<file path="src/rtl/prrty_res.sv">
// ---------------------------------------------------------------------------
// prrty_res -- priority resolver with in-service tracking and rotation.
//
// Eight interrupt request lines are ranked by a rotating lowest-priority
// pointer lp. Priority descends from IR(lp+1 mod 8) down to IR(lp). Reset
// leaves lp = 7, so IR0 is the highest priority and IR7 the lowest.
//
// Ports
//   clk      in   rising-edge clock for all state
//   rst      in   synchronous active-high reset
//   fn       in   special fully nested: a same-level request may interrupt
//   ar       in   automatic rotate: on EOI, the serviced level becomes lowest
//   eoi      in   non-specific end of interrupt (level, rising edge acts)
//   inta     in   interrupt acknowledge (level, rising edge acts)
//   irr[7:0] in   interrupt request register
//   imr[7:0] in   interrupt mask register (1 = masked)
//   isr[7:0] out  in-service register (registered)
//   isprior  out  combinational INT request: an unmasked request outranks
//                 the level currently in service
// ---------------------------------------------------------------------------
module prrty_res (
    input  logic       clk,
    input  logic       rst,
    input  logic       fn,
    input  logic       ar,
    input  logic       eoi,
    input  logic       inta,
    input  logic [7:0] irr,
    input  logic [7:0] imr,
    output logic [7:0] isr,
    output logic       isprior
);

    logic [7:0] isr_reg, isr_next;
    logic [2:0] lp_reg, lp_next;
    logic       inta_reg;
    logic       eoi_reg;

    logic [7:0] cand;
    logic [7:0] cand_rot;
    logic [7:0] isr_rot;
    logic [2:0] h_rank, s_rank;
    logic [2:0] h_idx, s_idx;
    logic       cand_any, isr_any;
    logic       ack_ev, eoi_ev;

    assign cand     = irr & ~imr;
    assign cand_any = |cand;
    assign isr_any  = |isr_reg;

    // Rotate both vectors so that position 0 holds the highest-priority
    // level; a plain lowest-index-first search then yields the rank.
    generate
        for (genvar gi = 0; gi < 8; gi++) begin : g_rot
            assign cand_rot[gi] = cand[lp_reg + 3'(gi + 1)];
            assign isr_rot[gi]  = isr_reg[lp_reg + 3'(gi + 1)];
        end
    endgenerate

    // Rank 0 is the highest priority. Scanning downwards lets the lowest
    // set index win. An empty vector yields rank 0, but every consumer
    // below qualifies the rank with the matching *_any flag.
    always_comb begin
        h_rank = 3'd0;
        s_rank = 3'd0;
        for (int i = 7; i >= 0; i--) begin
            if (cand_rot[i]) h_rank = 3'(i);
            if (isr_rot[i])  s_rank = 3'(i);
        end
    end

    // Map each rank back to its physical IR number.
    assign h_idx = lp_reg + 3'd1 + h_rank;
    assign s_idx = lp_reg + 3'd1 + s_rank;

    // A lower rank is a higher priority. In special fully nested mode, an
    // equal rank also wins.
    always_comb begin
        isprior = 1'b0;
        if (cand_any) begin
            if (!isr_any)
                isprior = 1'b1;
            else if (fn)
                isprior = (h_rank <= s_rank);
            else
                isprior = (h_rank < s_rank);
        end
    end

    assign ack_ev = inta & ~inta_reg;
    assign eoi_ev = eoi & ~eoi_reg;

    // The clear is applied before the set. When both events fall on one
    // edge, the result is (isr & ~s) | h, with h and s taken from the
    // pre-edge state.
    always_comb begin
        isr_next = isr_reg;
        lp_next  = lp_reg;
        if (eoi_ev && isr_any) begin
            isr_next[s_idx] = 1'b0;
            if (ar)
                lp_next = s_idx;
        end
        if (ack_ev && cand_any)
            isr_next[h_idx] = 1'b1;
    end

    always_ff @(posedge clk) begin
        if (rst) begin
            isr_reg  <= 8'h00;
            lp_reg   <= 3'd7;
            inta_reg <= 1'b0;
            eoi_reg  <= 1'b0;
        end else begin
            isr_reg  <= isr_next;
            lp_reg   <= lp_next;
            inta_reg <= inta;
            eoi_reg  <= eoi;
        end
    end

    assign isr = isr_reg;

endmodule

</file>
<file path="config.mk">
export PLATFORM = sky130hd
export DESIGN_NAME = prrty_res
export DESIGN_NICKNAME = d
export VERILOG_FILES = /design/src/rtl/prrty_res.sv
export SDC_FILE = /design/constraint.sdc
export NUM_CORES = 1
export LEC_CHECK = 0
export CORE_MARGIN = 5
export CORE_UTILIZATION = 35
export CTS_BUF_LIST = sky130_fd_sc_hd__clkbuf_4 sky130_fd_sc_hd__clkbuf_8 sky130_fd_sc_hd__clkbuf_16
export CTS_CLUSTER_DIAMETER = 50
export DETAILED_ROUTE_END_ITERATION = 7
export MAX_ROUTING_LAYER = met4
export SYNTH_ARGS = -nofsm -noshare
export SYNTH_HDL_FRONTEND = slang
export SYNTH_SLANG_ARGS = --single-unit
</file>
<file path="constraint.sdc">
create_clock -name clk -period 9.5 [get_ports clk]
set_clock_uncertainty 0.2 [all_clocks]
set_input_delay 1.9 -clock clk [delete_from_list [all_inputs] [get_ports clk]]
set_output_delay 1.9 -clock clk [all_outputs]
set_load 0.02 [all_outputs]
</file>
### Routed metal, one colour a layer

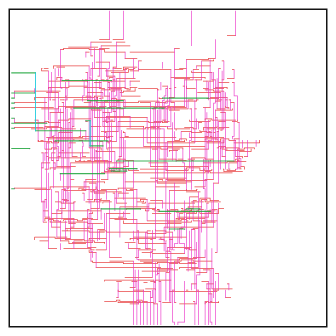
legend:
  met4:
    colour: cyan
    wire_length: 22.4 µm
  met3:
    colour: green
    wire_length: 211 µm
  met2:
    colour: magenta
    wire_length: 2380 µm
  met1:
    colour: red
    wire_length: 2070 µm

### Clock network drawn from the DEF

The bar under the picture is 20 µm long.
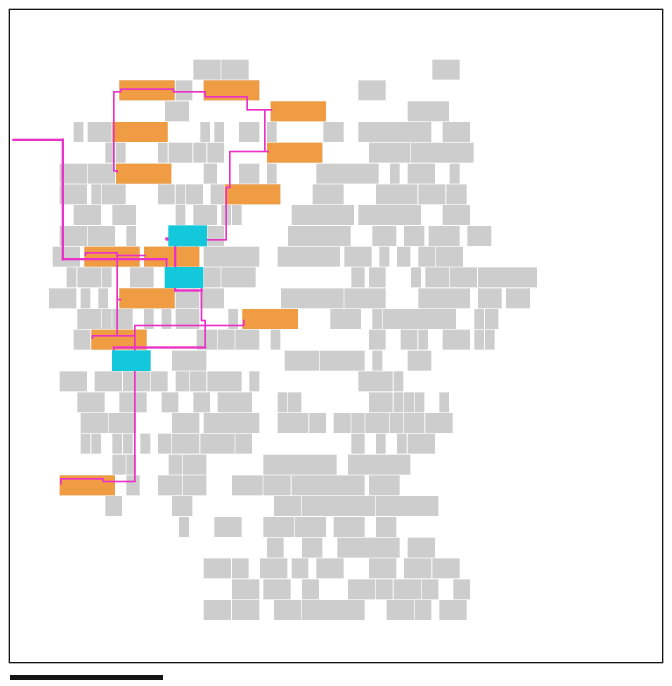
legend:
  flip-flops:
    colour: orange
    count: 13
  cells driving clock nets:
    colour: cyan
    count: 3
  clock wires:
    colour: magenta
    length: 207 µm
routed clock nets: 4
proportion of power drawn by the clock network: 6.1%
power in the clock group: 53.5 µW

### Ports around the boundary

Pins as bars across the die edge, other pins in grey.
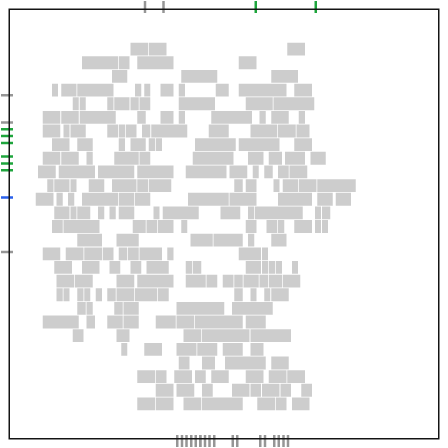
legend:
  `inta`:
    colour: blue
    pins: 1
    direction: input
    edge: west
  `isr`:
    colour: green
    pins: 8
    direction: output
    edge: 6 west, 2 north
all pins by edge: 17 south, 10 west, 4 north
Die Wd: 85.3 µm
Die Y: 85.3 µm

### Cells coloured by class

Fill, decap, tap and diode cells in grey.
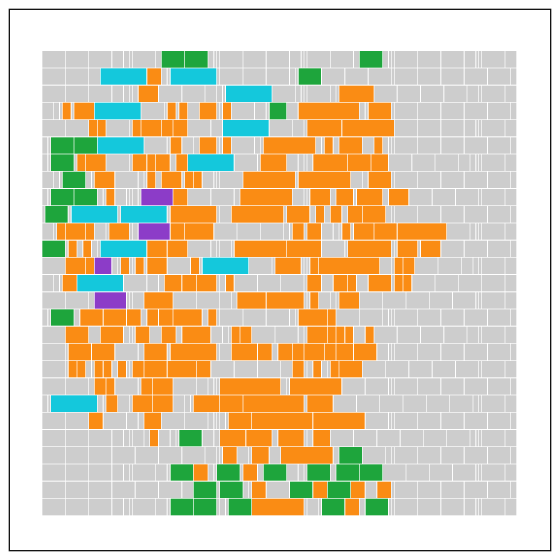
legend:
  other buffers and delay cells:
    colour: green
    cells: 31
  clock drivers and dummy loads:
    colour: purple
    cells: 4
  all other logic:
    colour: orange
    cells: 186
  flip-flops:
    colour: cyan
    cells: 13

==> notes.md <==
From the run reports.

- The run finished with clean final reports.
- The number of antenna violations at the first check in global routing is 0.
- The chip area from the yosys synthesis statistics reads 1990 µm².
- The critical path in this run is classified as input pin to output port.
- The peak supply drop reads 0.272 mV.
- The flow measured a signed area growth from synthesis to layout of 18.0%.
- The detailed-router iteration count before antenna repair is 4.
- The total count of hold-check failures in the final report reads 0.
- The data required time at the worst endpoint reads 7.40 ns.
- The floorplan row count reads 27.
- The register with the most flip-flops in the layout has 8 of them.
- Wire segments on met3 add up to 210 µm in the final route.
- The highest achievable clock rate reads 134 MHz.
- Per the synth stats, the proportion of register bits with asynchronous set or reset is 0%.
- The sum of negative setup slack reads 0 ns.
- The synth_stat.txt file lists the number of cells as 207.
- The floorplan core density reads 36.1%.
- The number of global-route vias before repair came to 1661.
- The routed metal-1 wire length reads 2070 µm.
- The static power due to leakage is 0.902 nW.
- For this run, the number of Yosys warnings is 0.
- Setup repair after global routing left no endpoint under its margin.
- The share of synthesized area occupied by flip-flops and latches reads 13.1%.
- The number of distinct standard cells referenced by the synthesized netlist reads 48.
- The number of stages on the worst hold path is 2.
- The wire length per cell is 15.3 µm.
- The final layout net count is 266.
- The critical path maximum fanout is 4.
- The proportion of netlist area held by the largest area contributor is 13.1%.
- The worst path meets setup with 2.04 ns of slack.
- The average cell area after synthesis reads 9.59 µm².
- The power density relative to cell area reads 376 nW/µm².
- The number of buffers inserted to repair setup after CTS reads 0.
- The net count of the mapped netlist reads 238.
- The post-synthesis sequential element count is 13.
- The fraction of final layout cells sized beyond drive strength 1 reads 15.4%.
- The CTS clock-pin slew for the worst setup and hold paths reads 0.06 ns.
- The post-cts repair resize count reads 0.
- The via total after detailed routing reads 1678.
- The count of buffers added on input and output ports is 30.
- Recorded from the global router log, the overflow total was 0.
-- worst max-delay path, stage by stage --
cell             delay [ns]
clkdlybuf4s50_1        0.39
nor2b_1                0.16
mux2_2                 0.30
mux4_1                 0.56
nand2b_1               0.18
nand2b_1               0.14
a21oi_1                0.25
ha_1                   0.29
nor2b_1                0.13
o21ai_0                0.14
nand2b_1               0.07
a31oi_1                0.20
clkdlybuf4s50_1        0.64
-- stage by stage --
step	hold slack, ns	utilization [%]	power (mW)	instances
2_1_floorplan	0.414	-	0.686	207
3_3_place_gp	0.386	41.7	0.827	302
4_1_cts	0.403	42.6	0.883	306
3_5_place_dp	0.393	41.7	0.823	302
6_report	0.407	42.6	0.881	306
5_1_grt	0.454	42.6	0.970	306
-- metal layers --
metal	vias up	global-route usage [%]
li1	843	-
met1	790	17.3
met2	41	23.3
met3	4	1.17
met4	0	2.45
met5	-	-
-- cell usage after synthesis, types with 3 or more instances --
| cell | n |
|---|---|
| a31oi_1 | 4 |
| buf_6 | 4 |
| dfxtp_1 | 13 |
| ha_1 | 7 |
| inv_1 | 14 |
| mux2_2 | 8 |
| mux2_4 | 4 |
| mux2i_1 | 17 |
| mux4_1 | 5 |
| mux4_2 | 11 |
| nand2_1 | 21 |
| nand2b_1 | 4 |
| nand3_1 | 3 |
| nor2_1 | 12 |
| nor2b_1 | 14 |
| nor3_1 | 5 |
| nor4_1 | 3 |
| o211ai_1 | 4 |
| o21ai_0 | 5 |
| o311ai_1 | 8 |
| xnor2_1 | 3 |
| xor2_1 | 4 |
-- cell type report --
cell class | count | area, µm²
inverter | 16 | 60.1
timing repair buffer | 31 | 308
sequential | 13 | 260
multi-input combinational | 170 | 1580
clock buffer | 4 | 48.8
tap | 72 | 90.1
fill | 532 | 3160
-- cell usage in the layout (no fill, tap or decap), types with 7 or more instances in the layout --
cell,synthesis,layout
dfxtp_1,13,13
o311ai_1,8,8
nand2_1,21,21
mux4_2,11,11
clkdlybuf4s50_1,0,30
mux2_2,8,8
nor2b_1,14,14
mux2i_1,17,17
nor2_1,12,12
ha_1,7,7
inv_1,14,14
-- worst paths after layout --
path / startpoint / end
max: irr[1] / isprior
min: isr[5] / isr[5]
max reg2reg: lp_reg[0] / isr[0]
min reg2reg: isr[5] / isr[5]
-- power breakdown --
group | switching (mW) | internal, mW
Clock | 0.0210 | 0.0325
Combinational | 0.392 | 0.331
Sequential | 0.0357 | 0.0687
Total | 0.449 | 0.432
-- logic make-up (layout without fill, tap and decap cells) --
family / Yosys count / after routing / synth area share, %
simple gates: 75 / 75 / 20.2
mux: 45 / 45 / 35.2
compound gates: 33 / 33 / 13.7
buf+inv: 24 / 51 / 7.50
flops: 13 / 13 / 13.1
fa+ha+maj: 9 / 9 / 6.43
xor+xnor: 8 / 8 / 3.91
Power is estimated from default activity; no workload was simulated.
